`src/rtl/vend_credit_ctrl_if.sv`:
```
// Coin-sensor / dispenser bundle for vend_credit_ctrl; refund signals exist only with VEND_REFUND_EN.
interface vend_credit_ctrl_if #(
    parameter int CREDIT_W = 2,
    parameter int PEND_W   = 3
);
    logic                circle;
    logic                triangle;
    logic                pentagon;
    logic [CREDIT_W-1:0] credit;
    logic                drop;
    logic [PEND_W-1:0]   pending;
    logic                jam;
`ifdef VEND_REFUND_EN
    logic                refund;
    logic                refund_valid;
    logic [CREDIT_W-1:0] refund_val;
`endif

    modport master (
        output circle, triangle, pentagon,
        input  credit, drop, pending, jam
`ifdef VEND_REFUND_EN
        ,
        output refund,
        input  refund_valid, refund_val
`endif
    );

    modport slave (
        input  circle, triangle, pentagon,
        output credit, drop, pending, jam
`ifdef VEND_REFUND_EN
        ,
        input  refund,
        output refund_valid, refund_val
`endif
    );
endinterface

```
`src/rtl/vend_credit_ctrl.sv`:
```
// Coin-credit vending controller: one coin per strobe episode, queued vends, spaced drop pulses.
// Latency: credit/pending visible 1 cycle after accepting edge, drop 1 cycle later; no backpressure.
// VEND_REFUND_EN adds a refund request that returns the residual credit while armed.
module vend_credit_ctrl #(
    parameter int PRICE        = 4,
    parameter int CIRCLE_VAL   = 1,
    parameter int TRIANGLE_VAL = 3,
    parameter int PENTAGON_VAL = 5,
    parameter int CREDIT_W     = 2,
    parameter int PEND_W       = 3
) (
    input  logic              clock,
    input  logic              reset,
    vend_credit_ctrl_if.slave bus
);
    localparam int SUM_W = CREDIT_W + 4;
    localparam int ACC_W = PEND_W + SUM_W + 1;
    localparam logic [SUM_W-1:0] PRICE_S  = SUM_W'(PRICE);
    localparam logic [ACC_W-1:0] PEND_MAX = ACC_W'((2 ** PEND_W) - 1);

    typedef enum logic {ST_ARMED, ST_WAIT} state_t;

    state_t              state;
    state_t              state_nxt;
    logic [CREDIT_W-1:0] credit_q;
    logic                drop_q;
    logic [PEND_W-1:0]   pend_q;
    logic                jam_q;

    logic                any_coin;
    logic                accept;
    logic [SUM_W-1:0]    coin_val;
    logic [SUM_W-1:0]    sum;
    logic [SUM_W-1:0]    vends;
    logic                drop_issue;
    logic [ACC_W-1:0]    pend_acc;
`ifdef VEND_REFUND_EN
    logic                refund_take;
    logic                refund_valid_q;
    logic [CREDIT_W-1:0] refund_val_q;
`endif

    assign any_coin = bus.circle | bus.triangle | bus.pentagon;

    always_ff @(posedge clock) begin
        if (reset) state <= ST_ARMED;
        else       state <= state_nxt;
    end

    // A coin is counted once; all strobes must drop for an edge before the next one
    always_comb begin
        state_nxt = state;
        case (state)
            ST_ARMED: if (any_coin)  state_nxt = ST_WAIT;
            ST_WAIT:  if (!any_coin) state_nxt = ST_ARMED;
            default:  state_nxt = ST_ARMED;
        endcase
    end

    always_comb begin
        accept   = 1'b0;
        coin_val = '0;
`ifdef VEND_REFUND_EN
        refund_take = 1'b0;
`endif
        if (state == ST_ARMED) begin
            if (any_coin) begin
                accept = 1'b1;
                if (bus.circle)        coin_val = SUM_W'(CIRCLE_VAL);
                else if (bus.triangle) coin_val = SUM_W'(TRIANGLE_VAL);
                else                   coin_val = SUM_W'(PENTAGON_VAL);
            end
`ifdef VEND_REFUND_EN
            else begin
                refund_take = bus.refund;
            end
`endif
        end
    end

    assign sum        = SUM_W'(credit_q) + coin_val;
    assign vends      = accept ? (sum / PRICE_S) : '0;
    assign drop_issue = !drop_q && (pend_q != '0);
    // Wide enough that an increment and a decrement in the same edge never wrap
    assign pend_acc   = ACC_W'(pend_q) + ACC_W'(vends) - ACC_W'(drop_issue);

    always_ff @(posedge clock) begin
        if (reset) begin
            credit_q <= '0;
            drop_q   <= 1'b0;
            pend_q   <= '0;
            jam_q    <= 1'b0;
        end else begin
            if (accept) credit_q <= CREDIT_W'(sum % PRICE_S);
`ifdef VEND_REFUND_EN
            else if (refund_take) credit_q <= '0;
`endif
            drop_q <= drop_issue;
            if (pend_acc > PEND_MAX) begin
                pend_q <= '1;
                jam_q  <= 1'b1;
            end else begin
                pend_q <= PEND_W'(pend_acc);
            end
        end
    end

    assign bus.credit  = credit_q;
    assign bus.drop    = drop_q;
    assign bus.pending = pend_q;
    assign bus.jam     = jam_q;

`ifdef VEND_REFUND_EN
    always_ff @(posedge clock) begin
        if (reset) begin
            refund_valid_q <= 1'b0;
            refund_val_q   <= '0;
        end else begin
            refund_valid_q <= refund_take;
            if (refund_take) refund_val_q <= credit_q;
        end
    end

    assign bus.refund_valid = refund_valid_q;
    assign bus.refund_val   = refund_val_q;
`endif
endmodule
```
`src/flat_wrapper.sv`:
```
// flat-port wrapper written by rule: the top's interface ports become plain ports
module vend_credit_ctrl_flat 
#(
    parameter int PRICE        = 4,
    parameter int CIRCLE_VAL   = 1,
    parameter int TRIANGLE_VAL = 3,
    parameter int PENTAGON_VAL = 5,
    parameter int CREDIT_W     = 2,
    parameter int PEND_W       = 3
)
  (clock, reset, bus_circle, bus_triangle, bus_pentagon, bus_credit, bus_drop, bus_pending, bus_jam);
  vend_credit_ctrl_if #(.CREDIT_W(CREDIT_W), .PEND_W(PEND_W)) bus_i ();
  input  logic clock;
  input  logic reset;
  input wire logic [$bits(bus_i.circle)-1:0] bus_circle;
  input wire logic [$bits(bus_i.triangle)-1:0] bus_triangle;
  input wire logic [$bits(bus_i.pentagon)-1:0] bus_pentagon;
  output wire logic [$bits(bus_i.credit)-1:0] bus_credit;
  output wire logic [$bits(bus_i.drop)-1:0] bus_drop;
  output wire logic [$bits(bus_i.pending)-1:0] bus_pending;
  output wire logic [$bits(bus_i.jam)-1:0] bus_jam;
  assign bus_i.circle = bus_circle;
  assign bus_i.triangle = bus_triangle;
  assign bus_i.pentagon = bus_pentagon;
  assign bus_credit = bus_i.credit;
  assign bus_drop = bus_i.drop;
  assign bus_pending = bus_i.pending;
  assign bus_jam = bus_i.jam;
  vend_credit_ctrl #(.PRICE(PRICE), .CIRCLE_VAL(CIRCLE_VAL), .TRIANGLE_VAL(TRIANGLE_VAL), .PENTAGON_VAL(PENTAGON_VAL), .CREDIT_W(CREDIT_W), .PEND_W(PEND_W)) u_core (.clock(clock), .reset(reset), .bus(bus_i));
endmodule
```
`config.mk`:
```
export PLATFORM = sky130hd
export DESIGN_NAME = vend_credit_ctrl_flat
export DESIGN_NICKNAME = d
export VERILOG_FILES = /design/src/rtl/vend_credit_ctrl_if.sv /design/src/rtl/vend_credit_ctrl.sv /design/src/flat_wrapper.sv
export SDC_FILE = /design/constraint.sdc
export NUM_CORES = 1
export LEC_CHECK = 0
export ABC_AREA = 1
export ABC_CLOCK_PERIOD_IN_PS = 4500
export CORE_AREA = 2 2 39 41
export CTS_CLUSTER_DIAMETER = 30
export CTS_CLUSTER_SIZE = 12
export DETAILED_ROUTE_END_ITERATION = 10
export DIE_AREA = 0 0 41 43
export HOLD_SLACK_MARGIN = 0.08
export PLACE_DENSITY = 0.69
export SETUP_SLACK_MARGIN = 0.4
export SLEW_MARGIN = 20
export SYNTH_ARGS = -nofsm -noshare
export SYNTH_HDL_FRONTEND = slang
export SYNTH_SLANG_ARGS = --single-unit
```
`constraint.sdc`:
```
create_clock -name clock -period 4.5 [get_ports clock]
set_input_delay 0.9 -clock clock [delete_from_list [all_inputs] [get_ports clock]]
set_output_delay 0.9 -clock clock [all_outputs]
set_load 0.05 [all_outputs]
```
### Where the registers sit, run 1

Scale bar: 10 microns.
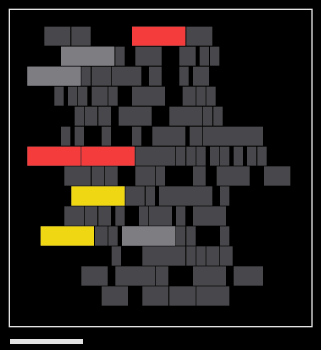
netlist name	color	flops
u_core.bus.credit	yellow	2
u_core.bus.pending	red	3
not colored	3
final core area utilization: 55.2%
flip-flop and latch share of the layout cell area: 21.0%
power dissipated in sequential cells: 114 uW
storage element area: 160 sq um

### The metal 2 layer, run 1

Scale bar: 10 microns.
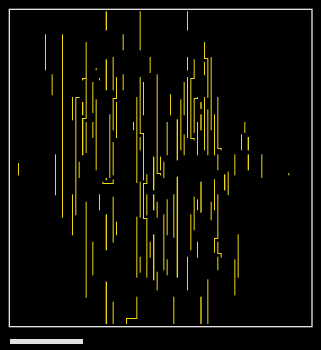
longest straight run	24.8 microns
main direction	vertical
nets with wire on the layer	96
share of all routed wire	49%

==> summary.txt, run 1 <==
The full implementation flow was run.

Tap insertion was completed with 16 tapcells. During I/O placement, the number of pins put on the boundary was 12. Leaving out buffers and inverters, the combinational logic in the layout accounts for 344 sq um. Per the synth log, the flip-flop and latch total comes to 8. The total half-perimeter wirelength after legalization and detailed placement stands at 879 microns. Setup repair after global routing left no endpoint under its margin. The overall routing resource usage stands at 15.7%. Sorting the synthesis cell report by count puts at the top inv_1. After detailed routing, the number of remaining DRC violations is 0.

The number of antenna violations at the first check in global routing is 0. The die area stands at 1760 sq um. The final timing report lists a hold violation count of 0. The stage logs contain a warning count of 26. The startpoint identified for the worst hold timing path is u_core.bus.credit[0]. The worst setup path is launched from an input pin.

The met2 track demand over resource in global routing stands at 25.0%. At the pin with the least slew margin, the transition time is 0.496 ns. Of the synthesized area, sequential elements account for 27.8%. Summed over all instances, the cell type with the most area after synthesis is dfxtp_1. VDD sags by at most 0.389 mV. The portion of total power attributed to the clock network stands at 10.9%. The required time at the worst endpoint is listed as 4.70 ns.

STA lists the endpoint of the worst register-to-register path as u_core.bus.pending[2]. The final critical delay including setup and external delays stands at 3.87 ns. Summed over all layers, the global routing overflow is 0.

Before any placement, the netlist area is recorded as 576 sq um. The total placed instance area stands at 706 sq um. The number of H-tree branching levels stands at 1. The data arrival time reported for the critical path is 4.07 ns. On the worst setup and hold paths after CTS, the clock-pin slew comes to 0.05 ns.

Compared with the post-synthesis result, the final layout area differs by 32.6%. STA reports a reg2reg setup slack of 1.50 ns. The main area contributors are dfxtp_1 (28%), ha_1 (15%), inv_1 (15%). The final routed wirelength across all metal layers stands at 1.07 mm. The signal on the critical path passes through clkdlybuf4s50_1, inv_1, a21oi_4, ha_2, inv_1, fa_1, xor2_1, nor2_1, ha_2, inv_1, fa_2, nand2_1, a21oi_1, ha_1, inv_1, nor2_4, nand3_1, nand2_1, inv_1. For reference, full adder, half adder and majority cells occupy between 20% and 30% of the area reported after synthesis. The count of plain and timing-repair buffers stands at 13.

Counting both buffers and inverters, the worst setup path holds a total of 6. The net count after synthesis stands at 92. The tool flagged a number of max-cap violations equal to 0. The met3 wirelength from detailed routing stands at 33 microns. For the worst reg-to-reg path, the startpoint reported by OpenROAD is u_core.state. By startpoint and endpoint, the worst setup path is classified as in -> reg.

Combinational cells account for 66.2% of the total power. The clock passes through at most 2 buffers. The count of routing violations after the opening detailed-route iteration stands at 4. Hold repair after CTS inserted 0 buffers. The most critical setup path has its startpoint at bus_pentagon.

Per the synthesis report, the XOR/XNOR share of the synthesized area is about 1.5%. The reported net switching power stands at between 200 and 250 uW. The routed length on met1 stands at just under 500 microns. In this run, the synthesized area fraction spent on AND-OR/OR-AND gates is recorded as between 10 and 15%. Buffers outside the clock tree occupy 17.0% of the routed design's cell area. The peak per-stage delay on the critical path stands at between 0.5 and 0.6 ns. Signal nets in the final route climb as high as met4.

The fraction of area in multi-input gates stands at 45.1%. The most critical hold endpoint after final layout shows a slack of between 0.5 and 0.6 ns. The number of cells on the critical path stands at 19. Setup total negative slack on the finished layout was measured at 0 ns. The critical path's slowest stage uses the library cell fa_2. The count of non-CTS inverters in the layout stands at 23. Following the worst setup path forward leads to its endpoint at u_core.bus.pending[2]. In this design, the largest share of critical-path delay is due to adder cells.

In the final layout, clock buffers and inverters account for 2.95% of the cell area. In the final report, the number of endpoints failing setup comes to 0. Ranking logic cells in the layout by count gives the top entries inv_1 (23), nand2_1 (11), clkdlybuf4s50_1 (9), dfxtp_1 (8), nand3_1 (6). Among the non-sequential cells, simple AND/OR/NAND/NOR gates take the most area. The synthesis report names the predominant flop master as dfxtp_1. The unique cell type count in the Yosys netlist stands at 16. Per the OpenROAD floorplan log, the height of the die is 43 microns. In the finished layout, the clock tree contains a buffer count of 3. The run finished with clean final reports. According to the hold report, the worst path is of the reg -> reg type. The power per cell area stands at 651 nW/um^2.

The via count of the first global-routing pass is 515. For this run, asynchronously set or reset flops after synthesis account for 0%. The leakage power stands at slightly above 0.0004 uW. Per the skew report, the later register of the worst-skew pair sees a clock latency of 0.25 ns. The congestion estimate from routability-driven global placement came to between 0.7 and 0.8. Post-CTS repair changed the size of 0 cells. between 40 and 50 cells are multi-input combinational gates. The filler-free cell count of the finished design stands at 110. By area, the class that comes first in the final layout consists of logic gates. Entering global routing, the biggest net connects 8 pins. At the floorplan stage, the core utilization is reported as 41.6%. The power dissipated in combinational cells stands at 329 uW. The final report gives the standard cell area, fillers excluded, as 763 sq um. After layout, the setup clock skew is reported as 0.000767 ns. The total CTS buffers stands at 3. In the log, the iteration count for the first detailed-route pass is 3. The first global-routing pass estimated 1.91 mm of wire. The biggest slice of the total power is consumed by combinational logic. The core region is 1380 sq um.

The length of routed met2 wiring stands at ~530 microns. The number of cell instances on the worst register-to-register path stands at 16. STA shows the worst min-delay path finishing at u_core.bus.credit[0]. Of the total synthesized cell area, the portion taken by AND, OR, NAND and NOR gates is 22.4%. The number of vias in the routed layout stands at 508. The worst setup path is captured at a register. The average detailed-routed wire length per instance stands at 9.72 microns. The standard-cell row count stands at 14.

The register with the most flip-flops in the layout has 3 of them. The minimum setup slack after placement stands at 0.232 ns. The internal portion of total power stands at 248 uW. The net total in the final layout stands at 110. The ratio of routed vias to standard cells stands at 4.62.

The Yosys step of the flow raised 0 warnings. In this run the remaining antenna-violating nets after routing total 0. The worst path uses 85.9% of the clock period. The post-CTS setup buffer count stands at 0. The total inserted antenna cells stands at 0. In this design, the critical path's most frequently occurring cell is inv_1. The cell count listed in synth_stat.txt stands at slightly below 80.

The post-synthesis mux area share stands at 0%.
### Gate families picked out, run 1

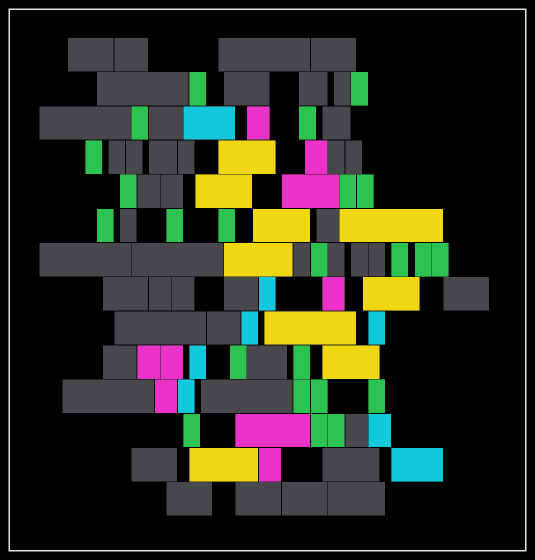
family	color	cells
inverters	green	23
NOR gates	cyan	8
adder and majority cells	yellow	9
inverting AOI/OAI gates	magenta	9

==> run 2: changes to the inputs <==
- CTS_CLUSTER_DIAMETER: 30 -> 120
- GPL_TIMING_DRIVEN: not set -> 0
==> summary.txt, run 2 <==
The full implementation flow was run.

The number of cell instances on the worst register-to-register path came to 16 (unchanged). The growth of design area from synthesis to finish stands at 31.5% (was 32.6%). The final critical delay including setup and external delays stands at 3.88 ns (was 3.87 ns). Most frequent cells in the layout: inv_1 (23), nand2_1 (11), clkdlybuf4s50_1 (9), dfxtp_1 (8), nand3_1 (6) (unchanged).

Status: complete, no violations (unchanged). The reported sequential group power stands at 114 uW (about the same). The total placed instance area stands at 706 sq um (unchanged). The peak per-stage delay on the critical path stands at 0.48 ns (was 0.53 ns). The area fraction in and, or, nand and nor cells after synthesis came to 22.4% (unchanged).

The highest metal layer with signal wires is met4 (unchanged). The count of plain and timing-repair buffers came to 12 (was 13). The count of instances resized after the clock tree is built is 0 (unchanged).

The count of non-CTS inverters in the layout is 23 (unchanged). The filler cell count stands at 143 (was 133). The wire length of the first global-routing pass stands at 1.63 mm (was 1.91 mm). The number of warning messages in the logs stands at 26 (unchanged). The endpoint of the worst hold path is u_core.bus.jam (was u_core.bus.credit[0]). The number of well taps stands at 16 (unchanged). The required time of the critical path came to 4.65 ns (was 4.70 ns). The transition time at the pin with the least slew margin is 0.505 ns (was 0.496 ns). The complex-gate fraction of the synthesized area came to 11.1% (unchanged). The arrival time of data at the critical path endpoint was 4.03 ns (was 4.07 ns).

The clock-pin slew of the registers on the worst-case setup and hold paths is 0.05 ns (about the same). The minimum setup slack after placement stands at 0.240 ns (was 0.232 ns). The leakage power came to 0.000399 uW (was 0.000404 uW). The total half-perimeter wirelength after legalization and detailed placement stands at 803 microns (was 879 microns). The number of antenna violations at the first check in global routing is 0 (unchanged). The total number of yosys warnings stands at 0 (unchanged). The deepest clock path buffer count stands at 2 (unchanged). The aggregate global routing overflow is 0 (unchanged). The total non-filler cell area in the finished layout was 757 sq um (was 763 sq um). The biggest area consumer among synthesized cells was dfxtp_1 (unchanged). The cell repeated most along the worst path was inv_1 (unchanged). The worst flop-to-flop path startpoint is u_core.state (unchanged).

The largest contributor to cell area by class is logic gates (unchanged). The cell area after technology mapping stands at 576 sq um (unchanged). The combinational share of power is 65.2% (was 66.2%). The power per cell area stands at 648 nW/um^2 (was 651 nW/um^2). The number of DRC violations after detailed routing is 0 (unchanged). The total CTS buffers stands at 3 (unchanged). The final period utilization is 86.1% (was 85.9%). The net total in the final layout is 109 (was 110). The power dissipated in combinational cells stands at 320 uW (was 329 uW).

The startpoint of the worst hold path was u_core.bus.jam (was u_core.bus.credit[0]). The path type of the worst min-delay path was reg -> reg (unchanged). The average detailed-routed wire length per instance was 9.42 microns (was 9.72 microns). The power group with the highest consumption is combinational logic (unchanged). The post-synthesis xor/xnor area fraction is 1.52% (unchanged). The fraction of cell area in non-clock buffers stands at 16.2% (was 17.0%). The total inserted antenna cells stands at 0 (unchanged).

The post-CTS setup buffer count stands at 0 (unchanged). The post-cts hold-fix buffer tally stands at 0 (unchanged). The number of multi-input combinational cells stands at 47 (unchanged). The final hold violation count stands at 0 (unchanged). The count of pins on the block boundary is 12 (unchanged).

The effective utilization at floorplan stands at 41.6% (unchanged). The largest vdd supply drop stands at 0.313 mV (was 0.389 mV). The post-synthesis mux area share stands at 0% (unchanged). The hold slack stands at 0.539 ns (was 0.540 ns). The internal portion of total power is 246 uW (was 248 uW). The leading register cell type out of synthesis was dfxtp_1 (unchanged). The flip-flop and latch count after synthesis stands at 8 (unchanged).

The count of routing violations after the opening detailed-route iteration stands at 4 (unchanged). The adder-cell area share of the yosys netlist was 22.2% (unchanged). The clock skew after layout was 0.0110 ns (was 0.000767 ns). The overall routing resource usage stands at 14.1% (was 15.7%). The clock buffer count in the final layout is 3 (unchanged). The met3 wirelength from detailed routing stands at 19 microns (was 33 microns). The number of vias in the routed layout was 503 (was 508).

The largest net degree at the start of global routing was 8 (unchanged). The portion of total power attributed to the clock network came to 11.7% (was 10.9%). The unique cell type count in the Yosys netlist stands at 16 (unchanged).

The clock buffer and inverter area fraction after layout is 2.98% (was 2.95%). The cell class contributing the biggest share of worst-path delay is adder cells (unchanged). The register share after synthesis is 27.8% (unchanged). The tally of nets with antenna violations remaining after routing stands at 0 (unchanged). The end of the worst register-to-register path is u_core.bus.pending[0] (was u_core.bus.pending[2]). The number of cells on the critical path is 19 (unchanged).

Cell-by-cell listing of the critical path: clkdlybuf4s50_1, inv_1, a21oi_4, ha_2, inv_1, fa_1, xor2_1, nor2_1, ha_2, inv_1, fa_1, nand2_1, a21oi_2, ha_1, inv_1, nor2_4, nand3_1, nand2_1, inv_1 (was clkdlybuf4s50_1, inv_1, a21oi_4, ha_2, inv_1, fa_1, xor2_1, nor2_1, ha_2, inv_1, fa_2, nand2_1, a21oi_1, ha_1, inv_1, nor2_4, nand3_1, nand2_1, inv_1). The number of H-tree branching levels was 1 (unchanged). The net count after synthesis stands at 92 (unchanged).

The global placement routability congestion stands at 0.726 (was 0.733). The combinational family with the most area after synthesis is simple AND/OR/NAND/NOR gates (unchanged). The core footprint stands at 1380 sq um (unchanged). The ratio of routed vias to standard cells stands at 4.61 (was 4.62). The die area stands at 1760 sq um (unchanged). The standard-cell row count stands at 14 (unchanged). The cell count listed in synth_stat.txt came to 78 (unchanged). The met2 track demand over resource in global routing stands at 18.4% (was 25.0%). The number of buffer and inverter instances along the worst setup path is 6 (unchanged). Top post-synthesis cells by area: dfxtp_1 (28%), ha_1 (15%), inv_1 (15%) (unchanged). The flip-flop count of the largest register after layout is 3 (unchanged). The slowest cell on the critical path was clkdlybuf4s50_1 (was fa_2). The length of routed met2 wiring came to 473 microns (was 528 microns). Unrepaired setup endpoints after global routing: false (unchanged). The area of combinational cells with multiple inputs was 345 sq um (was 344 sq um). The worst reg-to-reg setup slack is 1.47 ns (was 1.50 ns). The floorplan die height is 43 microns (unchanged).
### The metal 2 layer, run 2

Scale bar: 10 microns.
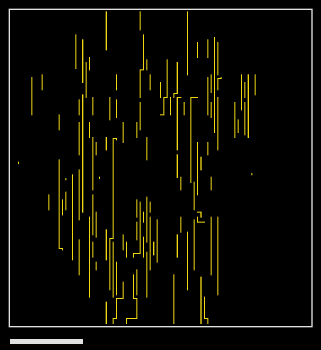
share of all routed wire	46%
longest straight run	16.0 microns

### Gate families picked out, run 2

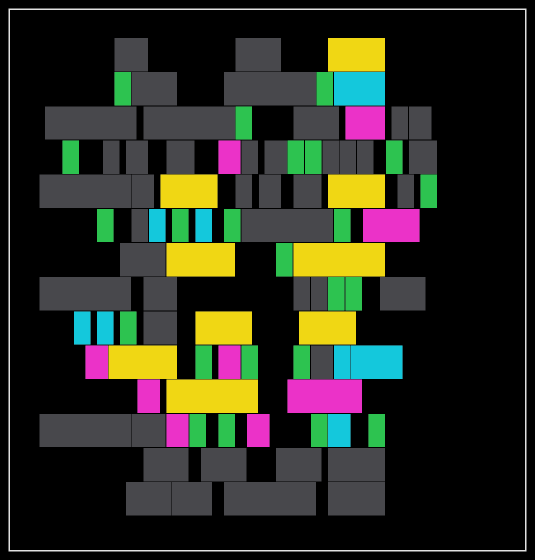
family	color	cells
inverters	green	23
inverting AOI/OAI gates	magenta	9
NOR gates	cyan	8
adder and majority cells	yellow	9
most numerous logic cell after layout: inv_1
tally of non-filler cells in the final layout: 109
logic gate fraction of the total cell area: 45.6%

### Where the registers sit, run 2

Scale bar: 10 microns.
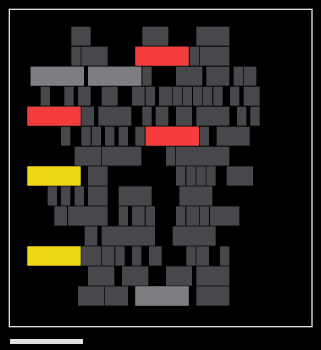
final core area utilization: 54.7%
flip-flop and latch share of the layout cell area: 21.2%

Power and IR drop assume default switching activity.
